File: src/rtl/serial_rx_if.sv
// rtl/serial_rx_if.sv - serial receive link: transmitter-side inputs and received-word outputs
interface serial_rx_if #(
  parameter int WIDTH = 32
);
  logic             sclk;
  logic             data_enable;
  logic             sdi;
  logic [WIDTH-1:0] data_out;
  logic             data_valid;
  logic             busy;
  logic             frame_err;

  modport master (
    output sclk, data_enable, sdi,
    input  data_out, data_valid, busy, frame_err
  );

  modport slave (
    input  sclk, data_enable, sdi,
    output data_out, data_valid, busy, frame_err
  );
endinterface

File: src/rtl/serial_rx.sv
// rtl/serial_rx.sv - oversampled serial frame receiver (MSB first, enable-framed)
// Inputs are synchronized into clk, sclk rises are edge-detected, frames are length-checked.
module serial_rx #(
  parameter int WIDTH = 32,
  parameter int SYNC  = 2
) (
  input  logic        clk,
  input  logic        rst,
  serial_rx_if.slave  rx
);

  localparam int CW = $clog2(WIDTH + 2);
  localparam logic [CW-1:0] FULL = CW'(WIDTH);

  typedef enum logic [1:0] {
    IDLE  = 2'd0,
    RECV  = 2'd1,
    DRAIN = 2'd2
  } state_t;

  state_t           state_q, state_d;
  logic [SYNC-1:0]  sclk_sync_q, en_sync_q, sdi_sync_q;
  logic             sclk_prev_q;
  logic [WIDTH-1:0] shift_q, shift_d;
  logic [CW-1:0]    cnt_q, cnt_d;
  logic [WIDTH-1:0] data_out_q, data_out_d;
  logic             valid_q, valid_d;
  logic             err_q, err_d;

  logic sclk_s, en_s, sdi_s, sclk_rise;

  // All three chains share one depth so sdi stays aligned with its sclk edge.
  always_ff @(posedge clk) begin
    if (rst) begin
      sclk_sync_q <= '0;
      en_sync_q   <= '0;
      sdi_sync_q  <= '0;
      sclk_prev_q <= 1'b0;
    end else begin
      sclk_sync_q <= {sclk_sync_q[SYNC-2:0], rx.sclk};
      en_sync_q   <= {en_sync_q[SYNC-2:0], rx.data_enable};
      sdi_sync_q  <= {sdi_sync_q[SYNC-2:0], rx.sdi};
      sclk_prev_q <= sclk_sync_q[SYNC-1];
    end
  end

  assign sclk_s    = sclk_sync_q[SYNC-1];
  assign en_s      = en_sync_q[SYNC-1];
  assign sdi_s     = sdi_sync_q[SYNC-1];
  assign sclk_rise = sclk_s & ~sclk_prev_q;

  always_ff @(posedge clk) begin
    if (rst) begin
      state_q    <= IDLE;
      shift_q    <= '0;
      cnt_q      <= '0;
      data_out_q <= '0;
      valid_q    <= 1'b0;
      err_q      <= 1'b0;
    end else begin
      state_q    <= state_d;
      shift_q    <= shift_d;
      cnt_q      <= cnt_d;
      data_out_q <= data_out_d;
      valid_q    <= valid_d;
      err_q      <= err_d;
    end
  end

  always_comb begin
    state_d    = state_q;
    shift_d    = shift_q;
    cnt_d      = cnt_q;
    data_out_d = data_out_q;
    valid_d    = 1'b0;
    err_d      = 1'b0;
    unique case (state_q)
      IDLE: begin
        if (en_s) begin
          state_d = RECV;
          shift_d = '0;
          cnt_d   = '0;
        end
      end
      RECV: begin
        // Enable-low wins over a coincident sclk edge.
        if (!en_s) begin
          state_d = IDLE;
          if (cnt_q == FULL) begin
            data_out_d = shift_q;
            valid_d    = 1'b1;
          end else begin
            err_d = 1'b1;
          end
        end else if (sclk_rise) begin
          if (cnt_q == FULL) begin
            err_d   = 1'b1;
            state_d = DRAIN;
          end else begin
            shift_d = {shift_q[WIDTH-2:0], sdi_s};
            cnt_d   = cnt_q + 1'b1;
          end
        end
      end
      DRAIN: begin
        if (!en_s) state_d = IDLE;
      end
      default: state_d = IDLE;
    endcase
  end

  assign rx.data_out   = data_out_q;
  assign rx.data_valid = valid_q;
  assign rx.frame_err  = err_q;
  assign rx.busy       = (state_q != IDLE);

endmodule

File: src/flat_wrapper.sv
// flat-port wrapper written by rule: the top's interface ports become plain ports
module serial_rx_flat 
#(
  parameter int WIDTH = 32,
  parameter int SYNC  = 2
)
  (clk, rst, rx_sclk, rx_data_enable, rx_sdi, rx_data_out, rx_data_valid, rx_busy, rx_frame_err);
  serial_rx_if #(.WIDTH(WIDTH)) rx_i ();
  input  logic clk;
  input  logic rst;
  input wire logic [$bits(rx_i.sclk)-1:0] rx_sclk;
  input wire logic [$bits(rx_i.data_enable)-1:0] rx_data_enable;
  input wire logic [$bits(rx_i.sdi)-1:0] rx_sdi;
  output wire logic [$bits(rx_i.data_out)-1:0] rx_data_out;
  output wire logic [$bits(rx_i.data_valid)-1:0] rx_data_valid;
  output wire logic [$bits(rx_i.busy)-1:0] rx_busy;
  output wire logic [$bits(rx_i.frame_err)-1:0] rx_frame_err;
  assign rx_i.sclk = rx_sclk;
  assign rx_i.data_enable = rx_data_enable;
  assign rx_i.sdi = rx_sdi;
  assign rx_data_out = rx_i.data_out;
  assign rx_data_valid = rx_i.data_valid;
  assign rx_busy = rx_i.busy;
  assign rx_frame_err = rx_i.frame_err;
  serial_rx #(.WIDTH(WIDTH), .SYNC(SYNC)) u_core (.clk(clk), .rst(rst), .rx(rx_i));
endmodule
File: config.mk
export PLATFORM = sky130hd
export DESIGN_NAME = serial_rx_flat
export DESIGN_NICKNAME = d
export VERILOG_FILES = /design/src/rtl/serial_rx_if.sv /design/src/rtl/serial_rx.sv /design/src/flat_wrapper.sv
export SDC_FILE = /design/constraint.sdc
export NUM_CORES = 1
export LEC_CHECK = 0
export ABC_CLOCK_PERIOD_IN_PS = 4500
export CAP_MARGIN = 5
export CORE_MARGIN = 8
export CORE_UTILIZATION = 40
export CTS_CLUSTER_DIAMETER = 120
export DETAILED_ROUTE_END_ITERATION = 7
export HOLD_SLACK_MARGIN = 0.12
export PLACE_DENSITY = 0.65
export SLEW_MARGIN = 0
export SYNTH_ARGS = -nofsm -noshare
export SYNTH_HDL_FRONTEND = slang
export SYNTH_SLANG_ARGS = --single-unit
File: constraint.sdc
create_clock -name clk -period 4.5 [get_ports clk]
set_input_delay 0.675 -clock clk [delete_from_list [all_inputs] [get_ports clk]]
set_output_delay 0.675 -clock clk [all_outputs]
set_load 0.05 [all_outputs]
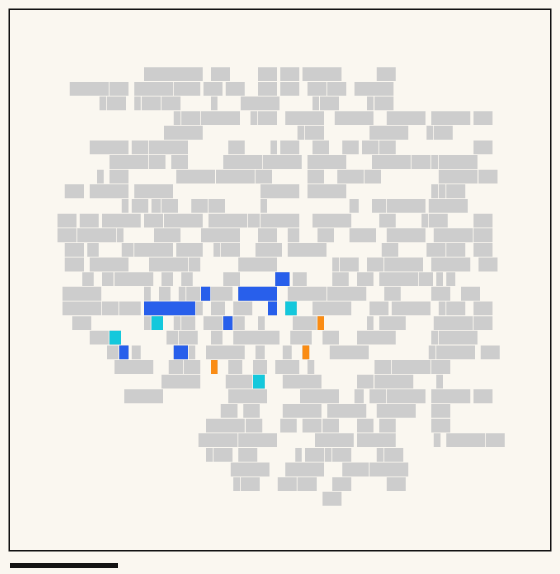
*Logic cells by family, run 1*
The bar under the picture is 20 um long.
Key: inverters = orange [cells 3]; inverting AOI/OAI gates = blue [cells 8]; AND and OR gates = cyan [cells 4]

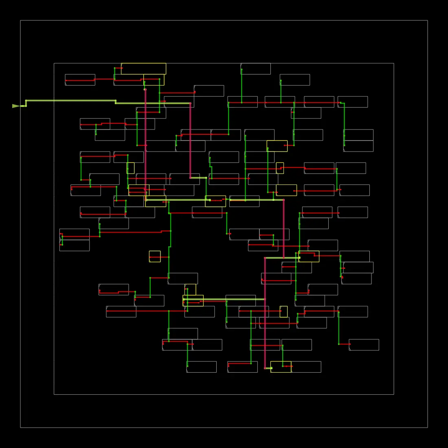
*Clock wiring as the flow saved it, run 1*
Sink Count: 81
worst clock skew: 0.0105 ns
final-layout clock buffer total: 9
clk pwr: 0.000495 W

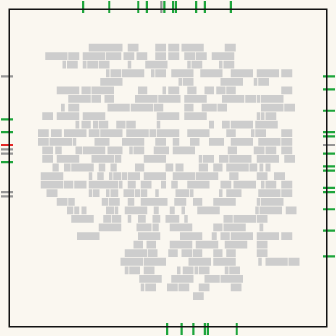
*I/O pins on the die edge, run 1*
Pins as bars across the die edge, other pins in grey.
Key: `rx_data_out` = green [pins 32, direction output, edge 13 east, 10 north, 6 south, 3 west]; `rx_data_enable` = red [pins 1, direction input, edge west]

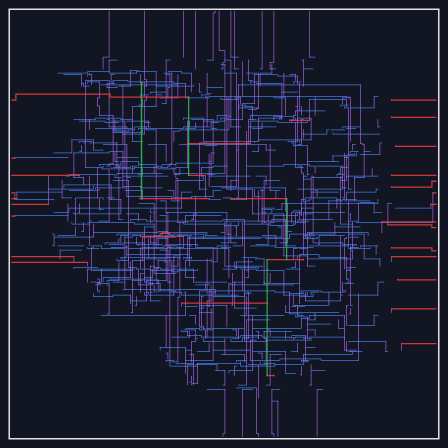
*Routed metal, one colour a layer, run 1*
Key: met4 = green [wire length 87.0 um]; met3 = red [wire length 327 um]; met1 = blue [wire length 2650 um]; met2 = purple [wire length 2110 um]
Post-Route WL: 5.17 mm
via count: 1883
wire length per cell: 13.4 um
GRT Total Usage: 10.9%

==> impl_metrics.yaml, run 1 <==
# implementation run metrics
clock_network:
  cts_made_buffers: 9
  clk_latency_ns: 0.34
  path_clk_slew_ns: 0.07
  cts_tree: "yes"
  cts_resized: 0
  clock_path_buffers: 2
final_layout:
  layout.nonclk_buf_share_pct: 11.7
  final_util_pct: 51.0
  insertedDiodeCount: 0
  seq_area_share_pct: 46.6
  fin_area_um2: 3480
  fin_nets: 294
  mi_logic_area_um2: 1140
  finalNonFillerCells: 387
  final_cell_mix: "81 x dfxtp_1, 38 x clkdlybuf4s50_1, 35 x nor2_1, 33 x a22o_1, 32 x mux2i_1"
  buffers_excl_clock: 42
  area_growth_pct: 22.4
  fillCellCount: 662
  design.seq.count: 81
synthesis:
  top_area_share_pct: 57.0
  ys_seq_share_pct: 57.0
  syn-cell-area_um2: 2840
  fp_nets: 257
  numSynthFlops: 81
  ff_type: "dfxtp_1"
  ys_sh_mux_pct: 12.1
  top_logic_kind: "AND-OR/OR-AND gates"
  edf_count: 0
  async_reset_ff_share_pct: 0
  ys_chip_area_um2: 2840
  ys_cells: 250
  yosys_warnings: 0
  syn_inst: 250
route:
  viasPerCell: 4.87
  drcViolationCount: 0
  met1_length_mm: 2.65
  route.met3.wl_um: 326
  met2WireLength_mm: 2.11
  topRoutingLayerUsed: "met4"
  drt-initial-drc-count: 84
  drt.antenna.violating_nets: 0
  first_pass_iters: 4
placed_design:
  dp.cells: 372
  dp_hpwl_mm: 3.29
  place_congestion: 0.865
  dp_slack_ns: 1.94
  numPortBuffers: 39
worst_setup_path:
  cp_num_buf_inv: 1
  path_max_fanout: 33
  cp-startpoint: "u_core.cnt_q[0]"
  crit_cells: 6
  endpoint_kind: "flop"
  cpLargestDelayFamily: "simple AND/OR/NAND/NOR gates"
  crit_type: "reg -> reg"
  startpoint_type: "flop"
  crit_required_ns: 4.71
  critPathSlowestCell: "nand3_2"
  cp_cell_sequence: "inv_1 -> ha_1 -> nor4b_4 -> nand3_2 -> mux2i_1 -> nor2_1"
  r2r-start: "u_core.cnt_q[0]"
  worst-r2r-cell-count: 6
  r2r_setup_slack_ns: 2.01
global_routing:
  grt_pass1_vias: 1824
  use_met3_pct: 4.43
  overflow: 0
final_timing:
  final_max_slew_viol_count: 0
  hold_viol: 0
  fin_setup_tns_ns: 0
  rsz0062_at_grt: "false"
  fin_crit_ns: 2.49
  holdWs_ns: 0.441
floorplan:
  die.size.y_um: 100
  fp_util_pct: 41.6
  fp.dieW_um: 100
  taps: 96
  num_rows: 30
power:
  power.group.top: "sequential cells"
  finalPower_w: 0.00124
  p_seq_w: 0.000721
  p_per_area_nw_per_um2: 357
  internal-power_w: 0.000978
  p_leak_nw: 1.54
  p_switching_w: 0.000265
run_status:
  status: "completed"
run:
  cap_violations: 0
  log.warning_count: 27
worst_hold_path:
  worstHoldPathCells: 1
  min_to: "u_core.sclk_sync_q[1]"
  hp-class: "reg -> reg"
  hold_start: "u_core.sclk_sync_q[0]"
### Sequential cells grouped by signal name, run 1

Other sequential cells in the stronger grey, the rest of the logic in the fainter grey.
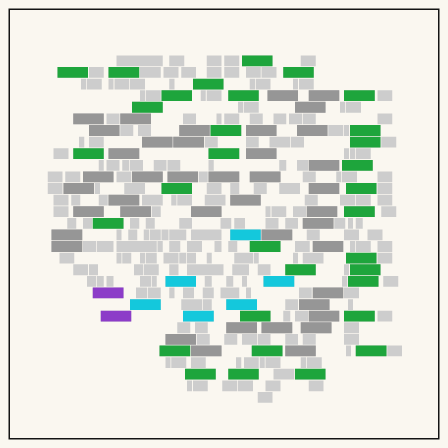

==> inputs of run 2 (changes only) <==
--- a/config.mk
+++ b/config.mk
@@ -5,7 +5,7 @@
 export SDC_FILE = /design/constraint.sdc
 export NUM_CORES = 1
 export LEC_CHECK = 0
-export ABC_CLOCK_PERIOD_IN_PS = 4500
+export ABC_CLOCK_PERIOD_IN_PS = 2400
 export CAP_MARGIN = 5
 export CORE_MARGIN = 8
 export CORE_UTILIZATION = 40
==> constraint.sdc (replaced) <==
create_clock -name clk -period 2.4 [get_ports clk]
set_input_delay 0.36 -clock clk [delete_from_list [all_inputs] [get_ports clk]]
set_output_delay 0.36 -clock clk [all_outputs]
set_load 0.05 [all_outputs]
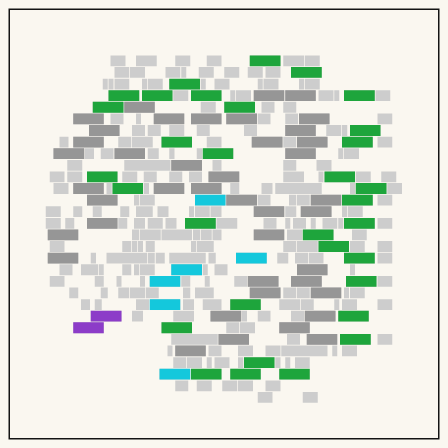
*Sequential cells grouped by signal name, run 2*
Other sequential cells in the stronger grey, the rest of the logic in the fainter grey.
Key: `u_core.cnt_q` = cyan [sequential cells 6]; `u_core.state_q` = purple [sequential cells 2]; `u_core.rx.data_out` = green [sequential cells 32]
Another 41 sequential cells are not coloured.

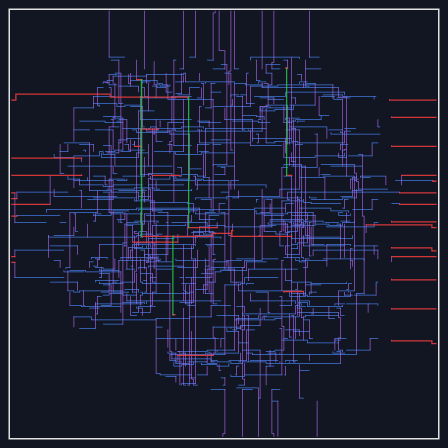
*Routed metal, one colour a layer, run 2*
Key: met4 = green [wire length 111 um]; met1 = blue [wire length 2660 um]; met2 = purple [wire length 2320 um]; met3 = red [wire length 310 um]

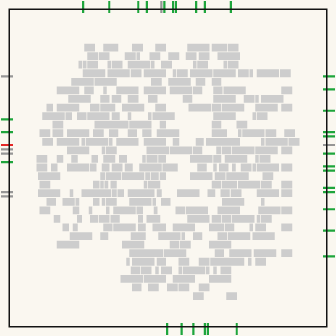
*I/O pins on the die edge, run 2*
Pins as bars across the die edge, other pins in grey.
Key: `rx_data_enable` = red [pins 1, direction input, edge west]; `rx_data_out` = green [pins 32, direction output, edge 13 east, 10 north, 6 south, 3 west]
All pins by edge: 14 east, 11 north, 9 west, 6 south.

==> impl_metrics.yaml, run 2 <==
# implementation run metrics
run_status:
  status: "completed"
route:
  drt.antenna.violating_nets: 0
  drt-initial-drc-count: 88
  viasPerCell: 4.97
  met1_length_mm: 2.66
  first_pass_iters: 4
  wl_per_cell_um: 13.8
  met2WireLength_mm: 2.32
  drcViolationCount: 0
  routed_wl_mm: 5.40
  topRoutingLayerUsed: "met4"
  vias: 1940
  route.met3.wl_um: 309
worst_hold_path:
  hold_start: "u_core.en_sync_q[0]"
  hp-class: "reg -> reg"
  min_to: "u_core.en_sync_q[1]"
  worstHoldPathCells: 1
worst_setup_path:
  path_max_fanout: 10
  r2r-start: "u_core.cnt_q[0]"
  worst-r2r-cell-count: 7
  crit_cells: 2
  crit_type: "reg -> out"
  cp-startpoint: "u_core.state_q[1]"
  cpLargestDelayFamily: "buffers and inverters"
  critPathSlowestCell: "clkdlybuf4s50_1"
  r2r_setup_slack_ns: 0.48
  cp_cell_sequence: "or2_2 -> clkdlybuf4s50_1"
placed_design:
  dp.cells: 375
  place_congestion: 0.743
  numPortBuffers: 39
  dp_slack_ns: 0.498
  dp_hpwl_mm: 3.47
final_layout:
  design.seq.count: 81
  final_cell_mix: "81 x dfxtp_1, 38 x clkdlybuf4s50_1, 35 x nor2_1, 33 x a22o_1, 32 x mux2i_1"
  final_util_pct: 52.4
  fin_area_um2: 3580
  fin_nets: 297
  clock_buffer_count: 10
  finalNonFillerCells: 390
  mi_logic_area_um2: 1140
clock_network:
  cts_resized: 0
  cts_tree: "yes"
  path_clk_slew_ns: 0.08
  clk_latency_ns: 0.35
power:
  p_leak_nw: 1.59
  p_switching_w: 0.000505
  internal-power_w: 0.00216
  p_seq_w: 0.00135
  clk-power_w: 0.00126
  power.group.top: "sequential cells"
floorplan:
  fp_util_pct: 41.6
  fp.dieW_um: 100
  taps: 96
synthesis:
  ys_chip_area_um2: 2840
  top_logic_kind: "AND-OR/OR-AND gates"
  yosys_warnings: 0
  ys_seq_share_pct: 57.0
  async_reset_ff_share_pct: 0
  fp_nets: 257
  numSynthFlops: 81
  ys_sh_mux_pct: 12.1
  syn-cell-area_um2: 2840
  ff_type: "dfxtp_1"
  ys_cells: 250
run:
  cap_violations: 0
  log.warning_count: 27
global_routing:
  grt_pass1_vias: 1876
  use_met3_pct: 3.60
  grt.total_usage_pct: 11.7
  overflow: 0
final_timing:
  final_max_slew_viol_count: 0
  skew_ns: 0.00910
  fin_crit_ns: 2.17
  fin_setup_tns_ns: 0
  hold_viol: 0
  holdWs_ns: 0.442
Power figures rest on the tool's default switching activity, not on a simulated workload.
